===== src/rtl/axi_fifo_pkg.sv =====
// Shared defaults and types for the single-clock FIFO controller slice.
// The watermark option is selected by the AXI_FIFO_CTRL_WATERMARK_EN macro in axi_fifo_ctrl.
package axi_fifo_pkg;

    localparam int unsigned FIFO_ADDR_WIDTH = 5;
    localparam int unsigned FIFO_DATA_WIDTH = 8;
    localparam int unsigned FIFO_DEPTH      = 2 ** FIFO_ADDR_WIDTH;

    // Pointers carry one extra wrap bit so full and empty are distinguishable.
    typedef logic [FIFO_ADDR_WIDTH:0] ptr_t;
    typedef logic [FIFO_ADDR_WIDTH:0] cnt_t;

    typedef enum logic {
        OS_EMPTY = 1'b0,
        OS_VALID = 1'b1
    } os_state_t;

endpackage


===== src/rtl/fifo_ptr_ctr.sv =====
// Wrapping FIFO pointer: increment-enable, synchronous clear, asynchronous active-low reset.
module fifo_ptr_ctr
    import axi_fifo_pkg::*;
#(
    parameter int unsigned WIDTH = FIFO_ADDR_WIDTH + 1
) (
    input  logic             i_clk,
    input  logic             i_rst_n,
    input  logic             i_clr,
    input  logic             i_inc,
    output logic [WIDTH-1:0] o_ptr
);

    always_ff @(posedge i_clk or negedge i_rst_n) begin
        if (!i_rst_n) begin
            o_ptr <= '0;
        end else if (i_clr) begin
            o_ptr <= '0;
        end else if (i_inc) begin
            o_ptr <= o_ptr + WIDTH'(1);
        end
    end

endmodule


===== src/rtl/axi_fifo_ctrl.sv =====
// Flow-control sequencer for the single-clock FIFO: handshakes -> memory enables/addresses, count, flags.
// Optional watermark flags are built when AXI_FIFO_CTRL_WATERMARK_EN is defined; otherwise tied low.
module axi_fifo_ctrl
    import axi_fifo_pkg::*;
#(
    parameter int unsigned ADDR_WIDTH = FIFO_ADDR_WIDTH,
    parameter int unsigned AF_LEVEL   = 28,
    parameter int unsigned AE_LEVEL   = 4
) (
    input  logic                  i_clk,
    input  logic                  i_rst_n,
    input  logic                  i_flush,
    input  logic                  i_s_valid,
    output logic                  o_s_ready,
    output logic                  o_m_valid,
    input  logic                  i_m_ready,
    output logic                  o_mem_wr_en,
    output logic [ADDR_WIDTH-1:0] o_mem_wr_addr,
    output logic                  o_mem_rd_en,
    output logic [ADDR_WIDTH-1:0] o_mem_rd_addr,
    output logic [ADDR_WIDTH:0]   o_count,
    output logic                  o_full,
    output logic                  o_empty,
    output logic                  o_almost_full,
    output logic                  o_almost_empty
);

    localparam int unsigned CW = ADDR_WIDTH + 1;

    typedef logic [ADDR_WIDTH:0] cnt_w_t;

    localparam cnt_w_t DEPTH_CNT = {1'b1, {ADDR_WIDTH{1'b0}}};

    cnt_w_t    wr_ptr;
    cnt_w_t    rd_ptr;
    cnt_w_t    mem_cnt;
    cnt_w_t    mem_cnt_next;
    logic      full_q;
    logic      slot_free;
    os_state_t state_q;
    os_state_t state_d;

    fifo_ptr_ctr #(.WIDTH(CW)) u_wr_ptr (
        .i_clk   (i_clk),
        .i_rst_n (i_rst_n),
        .i_clr   (i_flush),
        .i_inc   (o_mem_wr_en),
        .o_ptr   (wr_ptr)
    );

    fifo_ptr_ctr #(.WIDTH(CW)) u_rd_ptr (
        .i_clk   (i_clk),
        .i_rst_n (i_rst_n),
        .i_clr   (i_flush),
        .i_inc   (o_mem_rd_en),
        .o_ptr   (rd_ptr)
    );

    assign mem_cnt       = wr_ptr - rd_ptr;
    assign o_mem_wr_addr = wr_ptr[ADDR_WIDTH-1:0];
    assign o_mem_rd_addr = rd_ptr[ADDR_WIDTH-1:0];

    // s_ready comes only from the registered full flag: a pop never opens it combinationally.
    assign o_s_ready = !full_q;
    assign o_full    = full_q;

    // A write presented during flush is dropped along with the contents.
    assign o_mem_wr_en = i_s_valid & o_s_ready & !i_flush;

    assign o_m_valid   = (state_q == OS_VALID);
    assign slot_free   = !o_m_valid | i_m_ready;
    assign o_mem_rd_en = (mem_cnt != '0) & slot_free & !i_flush;

    assign mem_cnt_next = i_flush ? '0
                        : mem_cnt + cnt_w_t'(o_mem_wr_en) - cnt_w_t'(o_mem_rd_en);

    assign o_count = mem_cnt + cnt_w_t'(o_m_valid);
    assign o_empty = (o_count == '0);

    always_ff @(posedge i_clk or negedge i_rst_n) begin
        if (!i_rst_n) begin
            state_q <= OS_EMPTY;
            full_q  <= 1'b0;
        end else begin
            state_q <= state_d;
            full_q  <= (mem_cnt_next == DEPTH_CNT);
        end
    end

    always_comb begin
        state_d = state_q;
        if (i_flush) begin
            state_d = OS_EMPTY;
        end else begin
            case (state_q)
                OS_EMPTY: if (o_mem_rd_en) state_d = OS_VALID;
                OS_VALID: if (i_m_ready)   state_d = o_mem_rd_en ? OS_VALID : OS_EMPTY;
                default:                   state_d = OS_EMPTY;
            endcase
        end
    end

`ifdef AXI_FIFO_CTRL_WATERMARK_EN
    localparam cnt_w_t AF_CNT = cnt_w_t'(AF_LEVEL);
    localparam cnt_w_t AE_CNT = cnt_w_t'(AE_LEVEL);

    cnt_w_t count_next;
    logic   af_q;
    logic   ae_q;

    assign count_next = mem_cnt_next + cnt_w_t'(state_d == OS_VALID);

    always_ff @(posedge i_clk or negedge i_rst_n) begin
        if (!i_rst_n) begin
            af_q <= 1'b0;
            ae_q <= 1'b1;
        end else begin
            af_q <= (count_next >= AF_CNT);
            ae_q <= (count_next <= AE_CNT);
        end
    end

    assign o_almost_full  = af_q;
    assign o_almost_empty = ae_q;
`else
    // Levels are referenced only so they stay live; the flags are constant low.
    assign o_almost_full  = 1'b0 & (AF_LEVEL != 0);
    assign o_almost_empty = 1'b0 & (AE_LEVEL != 0);
`endif

endmodule


===== config.mk =====
export PLATFORM = sky130hd
export DESIGN_NAME = axi_fifo_ctrl
export DESIGN_NICKNAME = d
export VERILOG_FILES = /design/src/rtl/axi_fifo_pkg.sv /design/src/rtl/fifo_ptr_ctr.sv /design/src/rtl/axi_fifo_ctrl.sv
export SDC_FILE = /design/constraint.sdc
export NUM_CORES = 1
export LEC_CHECK = 0
export CORE_MARGIN = 5
export CORE_UTILIZATION = 23
export CTS_CLUSTER_SIZE = 20
export DETAILED_ROUTE_END_ITERATION = 10
export DONT_BUFFER_PORTS = 1
export PLACE_DENSITY = 0.42
export SLEW_MARGIN = 15
export SYNTH_ARGS = -nofsm -noshare
export SYNTH_HDL_FRONTEND = slang
export SYNTH_SLANG_ARGS = --single-unit

===== constraint.sdc =====
create_clock -name i_clk -period 3.9 [get_ports i_clk]
set_input_delay 0.39 -clock i_clk [delete_from_list [all_inputs] [get_ports i_clk]]
set_output_delay 0.39 -clock i_clk [all_outputs]
set_load 0.05 [all_outputs]

==> run_1/layer_met1.png <==
Bar = 20 um. Supply wires on this layer in grey.
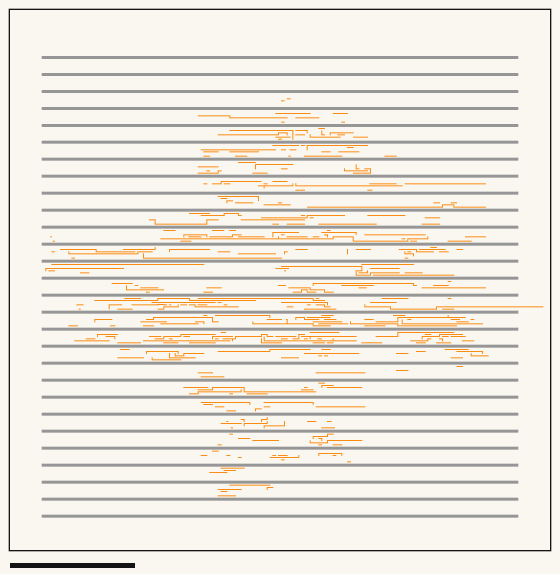
share of all routed wire: 45%
wire length on this layer: 1350 um

==> run_1/layer_met2.png <==
Bar = 20 um.
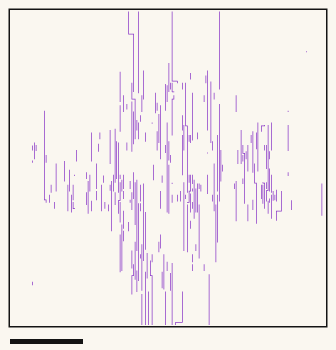
nets with wire on the layer: 156
wire length on this layer: 1400 um
share of all routed wire: 46%
met2 Resource Use GR: 0.145
DR vias: 1002
Post-Route WL: 3020 um

==> run_1/layer_met3.png <==
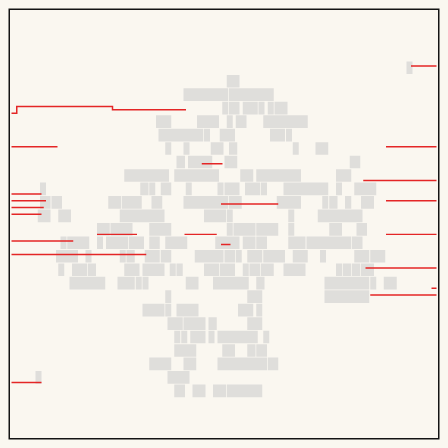
share of all routed wire: 7.4%
nets with wire on the layer: 19
main direction: horizontal
wire length on this layer: 223 um
longest straight run: 26.9 um

==> run_1/congestion.png <==
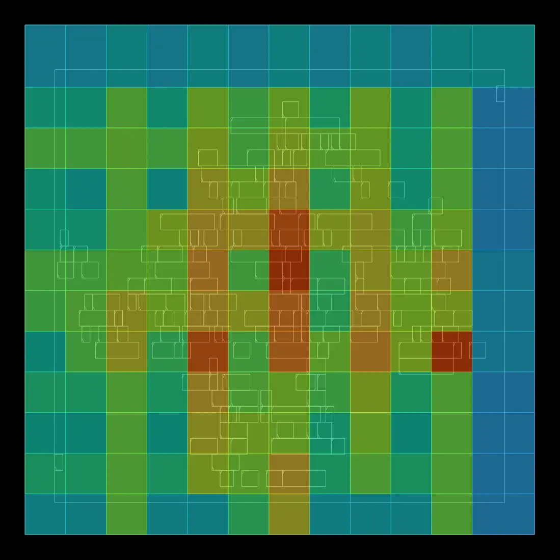
fin util: 0.281
grt met1 use: 0.104
Total GRT Usage: 0.0874
busiest grt layer: met2

## run 1: metrics by stage
stage	utilization	hold slack (ns)	std cells	instance area, um2
final	0.281	0.207	235	1580
after global routing	0.281	0.192	235	1580
after CTS	0.279	0.200	234	1560
after detailed placement	0.270	0.0949	230	1510
after global placement	0.270	0.0950	230	1510
after floorplan	-	0.0944	154	1370
## run 1: cell type report
| cell class | count | area (um2) | share of cell area |
|---|---|---|---|
| sequential | 14 | 350 | 0.222 |
| inverter | 17 | 63.8 | 0.0405 |
| clock buffer | 3 | 41.3 | 0.0262 |
| tap | 72 | 90.1 | 0.0571 |
| multi-input combinational | 108 | 863 | 0.548 |
| antenna | 1 | 2.50 | 0.00159 |
| timing repair buffer | 20 | 165 | 0.105 |
## run 1: sequential cells by signal, indices dropped and copies added (netlist names)
signal and flops:
o_m_valid 1, o_full 1, u_rd_ptr.o_ptr 6, u_wr_ptr.o_ptr 6
## run 1: cell usage after synthesis (2+ instances only)
| master | n |
|---|---|
| o21a_1 | 2 |
| inv_1 | 17 |
| nor2b_1 | 3 |
| fa_1 | 2 |
| a21oi_1 | 6 |
| ha_1 | 20 |
| o21ai_0 | 3 |
| or3_1 | 3 |
| nand2b_1 | 3 |
| nand4_1 | 5 |
| nor2_1 | 18 |
| xnor2_1 | 11 |
| clkbuf_1 | 3 |
| xor2_1 | 7 |
| nand2_1 | 9 |
| dfrtp_1 | 14 |
| nand3_1 | 3 |
| buf_4 | 12 |
| and2_1 | 2 |
## run 1: how the worst max path moves through the flow
| stage | startpoint | to | slack (ns) | depth (start not counted) |
|---|---|---|---|---|
| floorplan | u_wr_ptr.o_ptr[0]$_DFFE_PN0P_ | o_full$_DFF_PN0_ | 0.09 | 19 |
| global placement | u_wr_ptr.o_ptr[0]$_DFFE_PN0P_ | o_full$_DFF_PN0_ | 0.25 | 19 |
| detailed placement | u_rd_ptr.o_ptr[0]$_DFFE_PN0P_ | o_full$_DFF_PN0_ | 0.18 | 18 |
| CTS | u_rd_ptr.o_ptr[0]$_DFFE_PN0P_ | o_empty | 0.17 | 13 |
| global route | u_wr_ptr.o_ptr[0]$_DFFE_PN0P_ | o_full$_DFF_PN0_ | 0.01 | 19 |
| finish | u_rd_ptr.o_ptr[0]$_DFFE_PN0P_ | o_empty | 0.28 | 13 |
## run 1: worst max-delay path, cell delays in order, from the launching register on
cell	delay [ns]
dfrtp_1	0.38
ha_1	0.22
fa_1	0.42
nand2b_1	0.18
a21oi_2	0.13
xor2_1	0.19
buf_4	0.15
ha_1	0.13
nand3_1	0.09
xnor2_1	0.14
inv_1	0.06
or3_1	0.36
a2111oi_4	0.36
buf_12	0.18
## run 1: repair_timing
action | 4_1_cts | 5_1_grt
setup endpoints to repair | 0 | 2
hold endpoints to repair | 14 | 0
hold buffers | 1 | 0
resized | 0 | 3
==> flow_summary_export.csv, run 1 <==
group,metric,value,unit
outcome,status,"finished, final reports clean",
timing,max_slew.worst_pin.slew,0.640,ns
clocking,cts.path.max_buffers,2,
clocking,htree_levels,1,
critical_path,cp.required,3.51,ns
logic_synthesis,ys_sh_adder,0.216,
clocking,clk_latency,0.24,ns
timing,skew,0.00289,ns
timing,timing.fmax,0.276,GHz
logic_synthesis,area_leaders,"dfrtp_1 26%, ha_1 19%, xnor2_1 7.2%, buf_4 6.7%, nor2_1 5.0%",
logic_synthesis,synth.area.mux_share,0.00744,
logic_synthesis,ys_sh_xor,0.146,
clocking,cts-root-buf,"clkbuf_8",
timing,maxSlewViolCount,0,
timing,fin_ws,0.277,ns
routing,drtIter0Drc,34,
timing,setup_viol,0,
logic_synthesis,top_area_cell,"dfrtp_1",
routing,routed.top_layer,"met4",
critical_path,r2r-end,"o_full$_DFF_PN0_",
timing,relSlewSlack,0.572,
global_routing,grt_util_met3,0.0323,
global_routing,overflow,0,
die,die_y,86.5,um
logic_synthesis,syn_avg_cell_area,8.79,um2
routing,wl_met1,1350,um
place,port_buffers,0,
global_routing,antenna_found_initial,1,
clocking,clkSinkCount,14,
clocking,cts_tree,"built",
timing,grt_setup_unrepaired,"false",
clocking,post-cts-setup-buffers,0,
global_routing,grt_pass1_wl,5180,um
routing,drt-vias-per-instance,4.26,
logic_synthesis,synth.distinct_cells,29,
hold_path,min_to,"o_m_valid$_DFF_PN0_",
cells_and_area,drive_above_1_share,0.173,
critical_path,crit_path_end_kind,"output pin",
routing,antenna_left,0,
cells_and_area,final_common_cell,"ha_1",
critical_path,critPathArrivalTime,3.23,ns
logic_synthesis,synth_cells,153,
clocking,numCtsBuffers,3,
global_routing,grt_max_degree,17,
hold_path,min_from,"i_flush",
die,ioPinCount,29,
critical_path,worstPathMaxFanout,2,
routing,dr_wl_met3,222,um
die,fp_util,0.240,
logic_synthesis,aoi_share,0.0744,
timing,final-hold-violation-count,0,
logic_synthesis,synthFlopType,"dfrtp_1",
cells_and_area,fin_nets,191,
logic_synthesis,synthesis.area,1350,um2
routing,wl_met2,1400,um
routing,route.detailed.drc,0,
hold_path,min_path_type,"primary input to flip-flop",
logic_synthesis,synthArstFlopShare,1.00,
logic_synthesis,synth_top_area_share,0.260,
logic_synthesis,synth_stat.cells,153,
global_routing,first_global_vias,1037,
clocking,path_clk_slew,0.05,ns
die,fp-row-count,27,
critical_path,r2r_slack,0.32,ns
place,dp_hpwl,2600,um
timing,finalCriticalPeriod,3.62,ns
logic_synthesis,yosys_warnings,0,
==> run_1/clk_routes.png <==
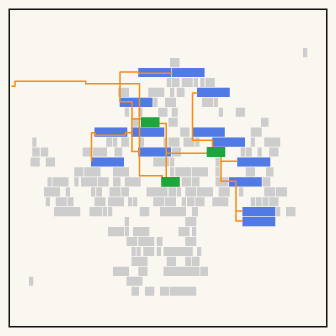

==> run 2: changes to the inputs <==
--- a/config.mk
+++ b/config.mk
@@ -5,13 +5,13 @@
 export SDC_FILE = /design/constraint.sdc
 export NUM_CORES = 1
 export LEC_CHECK = 0
+export CORE_ASPECT_RATIO = 0.9
 export CORE_MARGIN = 5
 export CORE_UTILIZATION = 23
 export CTS_CLUSTER_SIZE = 20
 export DETAILED_ROUTE_END_ITERATION = 10
 export DONT_BUFFER_PORTS = 1
 export PLACE_DENSITY = 0.42
-export SLEW_MARGIN = 15
 export SYNTH_ARGS = -nofsm -noshare
 export SYNTH_HDL_FRONTEND = slang
 export SYNTH_SLANG_ARGS = --single-unit
==> constraint.sdc (replaced) <==
create_clock -name i_clk -period 3.9 [get_ports i_clk]
set_input_delay 0.39 -clock i_clk [delete_from_list [all_inputs] [get_ports i_clk]]
set_output_delay 0.39 -clock i_clk [all_outputs]
set_load 0.1 [all_outputs]
==> run_2/clk_routes.png <==
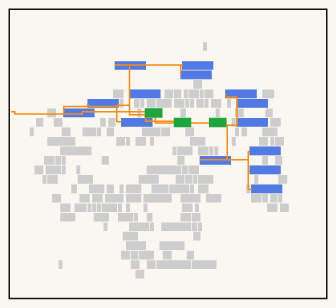
[green] clock drivers | count: 3
[orange] clock wires | length: 197 um
[blue] flip-flops | count: 14
routed clock nets: 4
skew final: 0.00418 ns

==> run 2 against run 1 <==
  * Final cell count did not move
  * Count of clock-buffer cells in the layout did not move
  * Utilization rose by 1.6 points
  * Sequential cell count did not move
  * First-iteration DRC count fell by 32%
  * Critical path depth fell by 1
  * Maximum frequency fell by 1.5%
  * Clock skew rose by 0.0013 ns
  * Synthesized cell count did not move
  * Critical endpoint unchanged
  * Largest cell class unchanged
==> flow_summary_export.csv, run 2 <==
group,metric,value,unit
clocking,cts_tree,"built",
clocking,clk_latency,0.24,ns
clocking,numCtsBuffers,3,
clocking,htree_levels,1,
critical_path,cpPeakStageDelay,0.42,ns
clocking,path_clk_slew,0.06,ns
timing,relSlewSlack,0.454,
clocking,cts-root-buf,"clkbuf_8",
place,dp_hpwl,2730,um
routing,dr_wl_met3,186,um
logic_synthesis,synth_top_cell_by_count,"ha_1",
routing,wl_per_cell,13.3,um
cells_and_area,fin_nets,194,
clocking,cts.path.max_buffers,2,
logic_synthesis,yosys_warnings,0,
critical_path,critPathArrivalTime,3.29,ns
die,die_width,90.6,um
timing,finalCriticalPeriod,3.68,ns
cells_and_area,utilization,0.297,
clocking,post-cts-setup-buffers,0,
timing,setup_viol,0,
place,port_buffers,0,
cells_and_area,layoutNonFillerInstCount,235,
cells_and_area,top_regs,"u_rd_ptr.o_ptr: 6 flops, u_wr_ptr.o_ptr: 6 flops",
logic_synthesis,synthesis.area,1350,um2
logic_synthesis,synthFlopType,"dfrtp_1",
routing,wl_met1,1410,um
routing,wl_met2,1530,um
logic_synthesis,syn_avg_cell_area,8.79,um2
logic_synthesis,synth_top_area_share,0.260,
global_routing,grt_max_degree,17,
logic_synthesis,synth_cells,153,
die,die_y,82.5,um
routing,drtIter0Drc,23,
routing,route.detailed.drc,0,
routing,drt-vias-per-instance,4.33,
timing,maxSlewViolCount,0,
critical_path,cp.required,3.51,ns
logic_synthesis,area_leaders,"dfrtp_1 26%, ha_1 19%, xnor2_1 7.2%, buf_4 6.7%, nor2_1 5.0%",
die,fp-row-count,26,
global_routing,first_global_vias,1092,
cells_and_area,drive_above_1_share,0.261,
cells_and_area,diodes,0,
place,pre_cts_ws,0.244,ns
critical_path,crit_path_end_kind,"output pin",
logic_synthesis,synthArstFlopShare,1.00,
timing,grt_setup_unrepaired,"false",
die,fp_util,0.236,
timing,fin_ws,0.220,ns
die,ioPinCount,29,
global_routing,overflow,0,
hold_path,min_path_type,"primary input to flip-flop",
timing,period_used_share,0.943,
global_routing,antenna_found_initial,0,
logic_synthesis,synth_stat.cells,153,
routing,antenna_left,0,
routing,routed.top_layer,"met3",
critical_path,worstPathMaxFanout,3,
logic_synthesis,synth.distinct_cells,29,
global_routing,grt_pass1_wl,5480,um
clocking,clkSinkCount,14,
cells_and_area,final_common_cell,"buf_4",
logic_synthesis,edf_count,0,
critical_path,cp_slowest_cell,"a2111oi_4",
logic_synthesis,common_cells,"20 x ha_1, 18 x nor2_1, 17 x inv_1, 14 x dfrtp_1, 12 x buf_4",
routing,drt_pass1_iterations,4,
timing,timing.fmax,0.272,GHz
outcome,status,"finished, final reports clean",
timing,final-hold-violation-count,0,
timing,max_slew.worst_pin.slew,0.819,ns
critical_path,worstPathCellList,"ha_2 -> fa_2 -> nand2b_4 -> a21oi_4 -> xor2_4 -> ha_1 -> nand3_1 -> xnor2_1 -> inv_1 -> or3_1 -> a2111oi_4 -> buf_12",
logic_synthesis,top_area_cell,"dfrtp_1",
logic_synthesis,ys.flops,14,
place,dp.cells,231,
routing,drt-total-wl,3130,um
routing,dr_total_vias,1018,
==> run_2/congestion.png <==
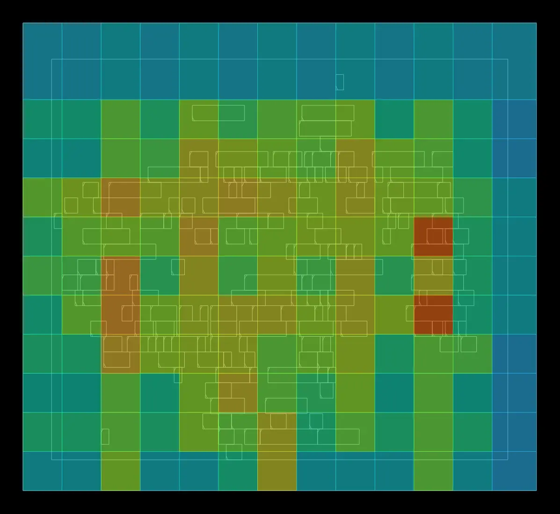
Total GRT Usage: 0.0907
met3 Use GR: 0.0362
met2 Resource Use GR: 0.158

run 2: cell counts after synthesis:
Identical to the previous run, type by type.
run 2: path summary, 6_finish.rpt:
kind	start	end	slack (ns)	cells past startpoint
min in group asynchronous	i_rst_n	u_rd_ptr.o_ptr[3]$_DFFE_PN0P_	0.62	1
setup reg to reg	u_rd_ptr.o_ptr[0]$_DFFE_PN0P_	o_full$_DFF_PN0_	0.32	18
hold reg to reg	u_rd_ptr.o_ptr[5]$_DFFE_PN0P_	u_rd_ptr.o_ptr[5]$_DFFE_PN0P_	0.57	2
setup / recovery	u_rd_ptr.o_ptr[0]$_DFFE_PN0P_	o_empty	0.22	12
max in group asynchronous	i_rst_n	u_wr_ptr.o_ptr[3]$_DFFE_PN0P_	2.86	1
hold / removal	i_flush	u_rd_ptr.o_ptr[1]$_DFFE_PN0P_	0.21	1
run 2: cell type report:
class / count / area (um2) / share of cell area
tap: 70 / 87.6 / 0.0519
timing repair buffer: 23 / 200 / 0.119
multi-input combinational: 108 / 946 / 0.560
sequential: 14 / 350 / 0.207
clock buffer: 3 / 41.3 / 0.0244
inverter: 17 / 63.8 / 0.0378
run 2: per-stage QoR:
step,hold slack (ns),cell area [um2],TNS (ns)
floorplan,0.0944,1440,-0.0989
global placement,0.0950,1620,0
detailed placement,0.0950,1620,0
CTS,0.202,1670,0
global route,0.199,1690,0
finish,0.209,1690,0
run 2: cells by family after synthesis:
| kind of cell | share of synthesized area |
|---|---|
| simple gates | 0.170 |
| buf+inv | 0.123 |
| fa+ha+maj | 0.216 |
| xor+xnor | 0.146 |
| compound gates | 0.0744 |
| flops | 0.260 |
| other cells | 0.00279 |
| mux | 0.00744 |
run 2: metal layers:
layer,GRT usage,up-vias
met3,0.0362,0
met2,0.158,19
met4,0,0
met5,0,-
met1,0.113,490
li1,-,509
run 2: what timing repair did:
item,4_1_cts,5_1_grt
hold buffers,1,0
setup endpoints to repair,0,2
endpoints found under the hold margin,14,0
gates resized,0,2
run 2: worst max-delay path, delay by kind of cell (launching register included):
kind	cells	cell delay, ns
AND/OR/NAND/NOR	3	0.61
AND-OR/OR-AND	2	0.62
buffers and inverters	2	0.28
flip-flops	1	0.39
XOR/XNOR	2	0.35
adder cells (fa/ha/maj)	3	0.79
==> run_2/layer_met3.png <==
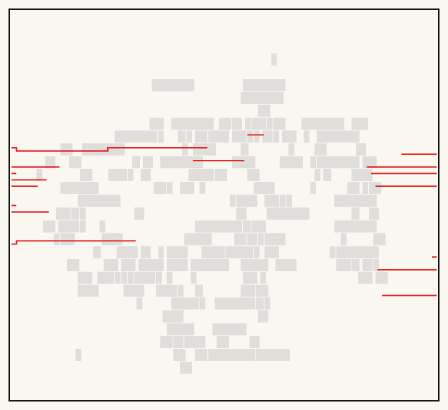

==> run 3: changes to the inputs <==
--- a/config.mk
+++ b/config.mk
@@ -8,10 +8,13 @@
 export CORE_ASPECT_RATIO = 0.9
 export CORE_MARGIN = 5
 export CORE_UTILIZATION = 23
+export CTS_BUF_LIST = sky130_fd_sc_hd__clkbuf_8
 export CTS_CLUSTER_SIZE = 20
 export DETAILED_ROUTE_END_ITERATION = 10
 export DONT_BUFFER_PORTS = 1
 export PLACE_DENSITY = 0.42
+export SLEW_MARGIN = 5
 export SYNTH_ARGS = -nofsm -noshare
 export SYNTH_HDL_FRONTEND = slang
+export SYNTH_HIERARCHICAL = 1
 export SYNTH_SLANG_ARGS = --single-unit
==> run_3/layer_met3.png <==
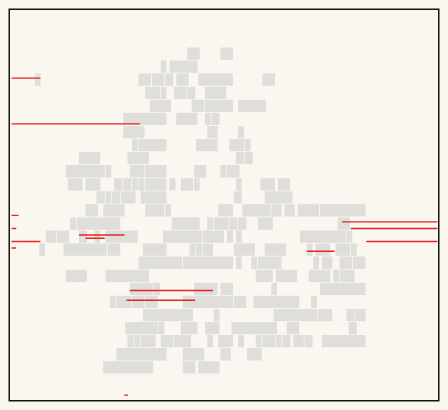
longest straight run: 26.4 um
nets with wire on the layer: 14
main direction: horizontal

==> run_3/clk_routes.png <==
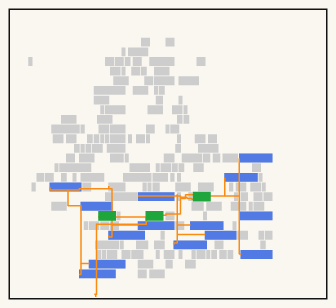
[blue] flip-flops | count: 14
[green] clock drivers | count: 3
[orange] clock wires | length: 230 um
routed clock nets: 4
skew final: 0.00230 ns
clk latency late pin: 0.24 ns

==> run 3 against run 2 <==
  * First-iteration DRC count increased by 13%
  * Utilization is 3.3 points higher
  * Global-route usage increased by 0.16 points
  * Via count increased by 4.1%
  * Clock skew is 0.0019 ns lower
==> flow_summary_export.csv, run 3 <==
group,metric,value,unit
cells_and_area,utilization,0.330,
critical_path,crit_family,"adder cells",
hold_path,min_path_type,"primary input to flip-flop",
place,pre_cts_ws,0.344,ns
timing,grt_setup_unrepaired,"false",
routing,antenna_left,0,
global_routing,overflow,0,
cells_and_area,final_common_cell,"buf_4",
critical_path,cp_slowest_cell,"fa_2",
logic_synthesis,synth_cells,144,
cells_and_area,fillCellCount,532,
logic_synthesis,common_cells,"20 x ha_1, 17 x inv_1, 16 x nor2_1, 14 x dfrtp_1, 11 x xor2_1",
clocking,cts_tree,"built",
place,dp.cells,233,
critical_path,crit_buf_inv,3,
clocking,post-cts-setup-buffers,0,
timing,fin_ws,0.382,ns
cells_and_area,fin_nets,199,
cells_and_area,drive_above_1_share,0.363,
die,fp-row-count,25,
logic_synthesis,syn_avg_cell_area,8.98,um2
clocking,cts-root-buf,"clkbuf_8",
die,die_width,89.1,um
timing,finalCriticalPeriod,3.52,ns
routing,drt_pass1_iterations,4,
timing,relSlewSlack,0.324,
logic_synthesis,top_area_cell,"dfrtp_1",
global_routing,grt_pass1_wl,5300,um
clocking,cts-resized-gates,0,
logic_synthesis,synthArstFlopShare,1.00,
critical_path,crit_path_end_kind,"flip-flop",
clocking,numCtsBuffers,3,
global_routing,grt_max_degree,17,
place,dp_hpwl,2550,um
logic_synthesis,synth_top_cell_by_count,"ha_1",
timing,final-hold-violation-count,0,
critical_path,r2r_slack,0.38,ns
routing,drtIter0Drc,26,
logic_synthesis,synthesis.area,1290,um2
clocking,cts.path.max_buffers,2,
place,port_buffers,0,
critical_path,cp.required,4.05,ns
clocking,hold_buffers,1,
timing,setup_viol,0,
logic_synthesis,edf_count,0,
cells_and_area,comb_area,991,um2
global_routing,antenna_found_initial,0,
logic_synthesis,synth.distinct_cells,32,
timing,timing.fmax,0.284,GHz
critical_path,critPathArrivalTime,3.67,ns
clocking,path_clk_slew,0.06,ns
routing,drt-total-wl,3070,um
critical_path,worstPathMaxFanout,4,
critical_path,worstPathCellList,"inv_1 -> ha_1 -> o21ai_0 -> a21oi_1 -> o41ai_2 -> nor2_1 -> ha_2 -> and4_4 -> nor3b_4 -> ha_4 -> inv_2 -> ha_1 -> inv_1 -> fa_2 -> nand3_1 -> nor3_1",
logic_synthesis,yosysSeqAreaShare,0.271,
logic_synthesis,yosys_warnings,6,
critical_path,cpPeakStageDelay,0.51,ns
logic_synthesis,area_leaders,"dfrtp_1 27%, ha_1 19%, xor2_1 7.4%, inv_1 4.9%, xnor2_1 4.7%",
cells_and_area,diodes,0,
cells_and_area,layoutNonFillerInstCount,238,
routing,wl_per_cell,12.9,um
die,die_y,81.2,um
clocking,clkSinkCount,14,
logic_synthesis,synth_top_area_share,0.271,
outcome,status,"finished, final reports clean",
logic_synthesis,ys.flops,14,
timing,maxSlewViolCount,0,
routing,route.detailed.drc,0,
global_routing,first_global_vias,1068,
logic_synthesis,synth_stat.cells,144,
routing,dr_total_vias,1060,
timing,max_slew.worst_pin.slew,1.01,ns
die,fp_util,0.242,
clocking,htree_levels,1,
die,ioPinCount,29,
cells_and_area,seq_area,375,um2
routing,drt-vias-per-instance,4.45,
run 3: netlist changes by cell type after synthesis, moves of 3 or more:
cell      change
buf_4        -10
nand4_1       -3
xor2_1        +4
clkbuf_1      -3
xnor2_1       -4
nor2b_1       -3
run 3: layout make-up:
class	instances	share of cell area
multi-input cells	112	0.562
clock buffers	4	0.0312
well taps	67	0.0475
repair buffers	24	0.111
flip-flops and latches	14	0.213
inverters	17	0.0362
run 3: routing by layer:
| layer | share of wire | global-route usage | vias up |
|---|---|---|---|
| met3 | 0.046 | 0.0243 | 2 |
| met4 | 0.0062 | 0.0179 | 0 |
| met2 | 0.48 | 0.153 | 22 |
| li1 | - | - | 544 |
| met1 | 0.46 | 0.122 | 492 |
| met5 | 0 | 0 | - |
run 3: stage by stage:
step                hold WS [ns]  setup TNS [ns]  area, um2
global placement          0.0948               0       1700
detailed placement        0.0948               0       1700
finish                     0.202               0       1760
floorplan                 0.0944          -0.653       1410
CTS                        0.190               0       1760
global route               0.183               0       1760
run 3: worst paths after layout:
path                                               start                             to  cells after the start
max in group asynchronous                        i_rst_n  u_rd_ptr/o_ptr[2]$_DFFE_PN0P_                      1
setup / recovery           u_rd_ptr/o_ptr[2]$_DFFE_PN0P_               o_full$_DFF_PN0_                     16
hold / removal                                   i_flush  u_rd_ptr/o_ptr[3]$_DFFE_PN0P_                      1
setup reg to reg           u_rd_ptr/o_ptr[2]$_DFFE_PN0P_               o_full$_DFF_PN0_                     16
min in group asynchronous                        i_rst_n  u_wr_ptr/o_ptr[1]$_DFFE_PN0P_                      1
hold reg to reg            u_wr_ptr/o_ptr[5]$_DFFE_PN0P_  u_wr_ptr/o_ptr[5]$_DFFE_PN0P_                      2
run 3: worst reg2reg max path: stages (launching register included):
cell and delay [ns]:
dfrtp_4 0.47, inv_1 0.06, ha_1 0.27, o21ai_0 0.20, a21oi_1 0.09, o41ai_2 0.38
nor2_1 0.13, ha_2 0.20, and4_4 0.15, nor3b_4 0.24, ha_4 0.23, inv_2 0.04
ha_1 0.17, inv_1 0.06, fa_2 0.51, nand3_1 0.06, nor3_1 0.15
run 3: cell families after synthesis:
| kind of cell | share of synthesized area |
|---|---|
| compound gates | 0.106 |
| xor+xnor | 0.122 |
| fa+ha+maj | 0.224 |
| buf+inv | 0.0609 |
| flops | 0.271 |
| mux | 0.0155 |
| other cells | 0.00290 |
| simple gates | 0.197 |
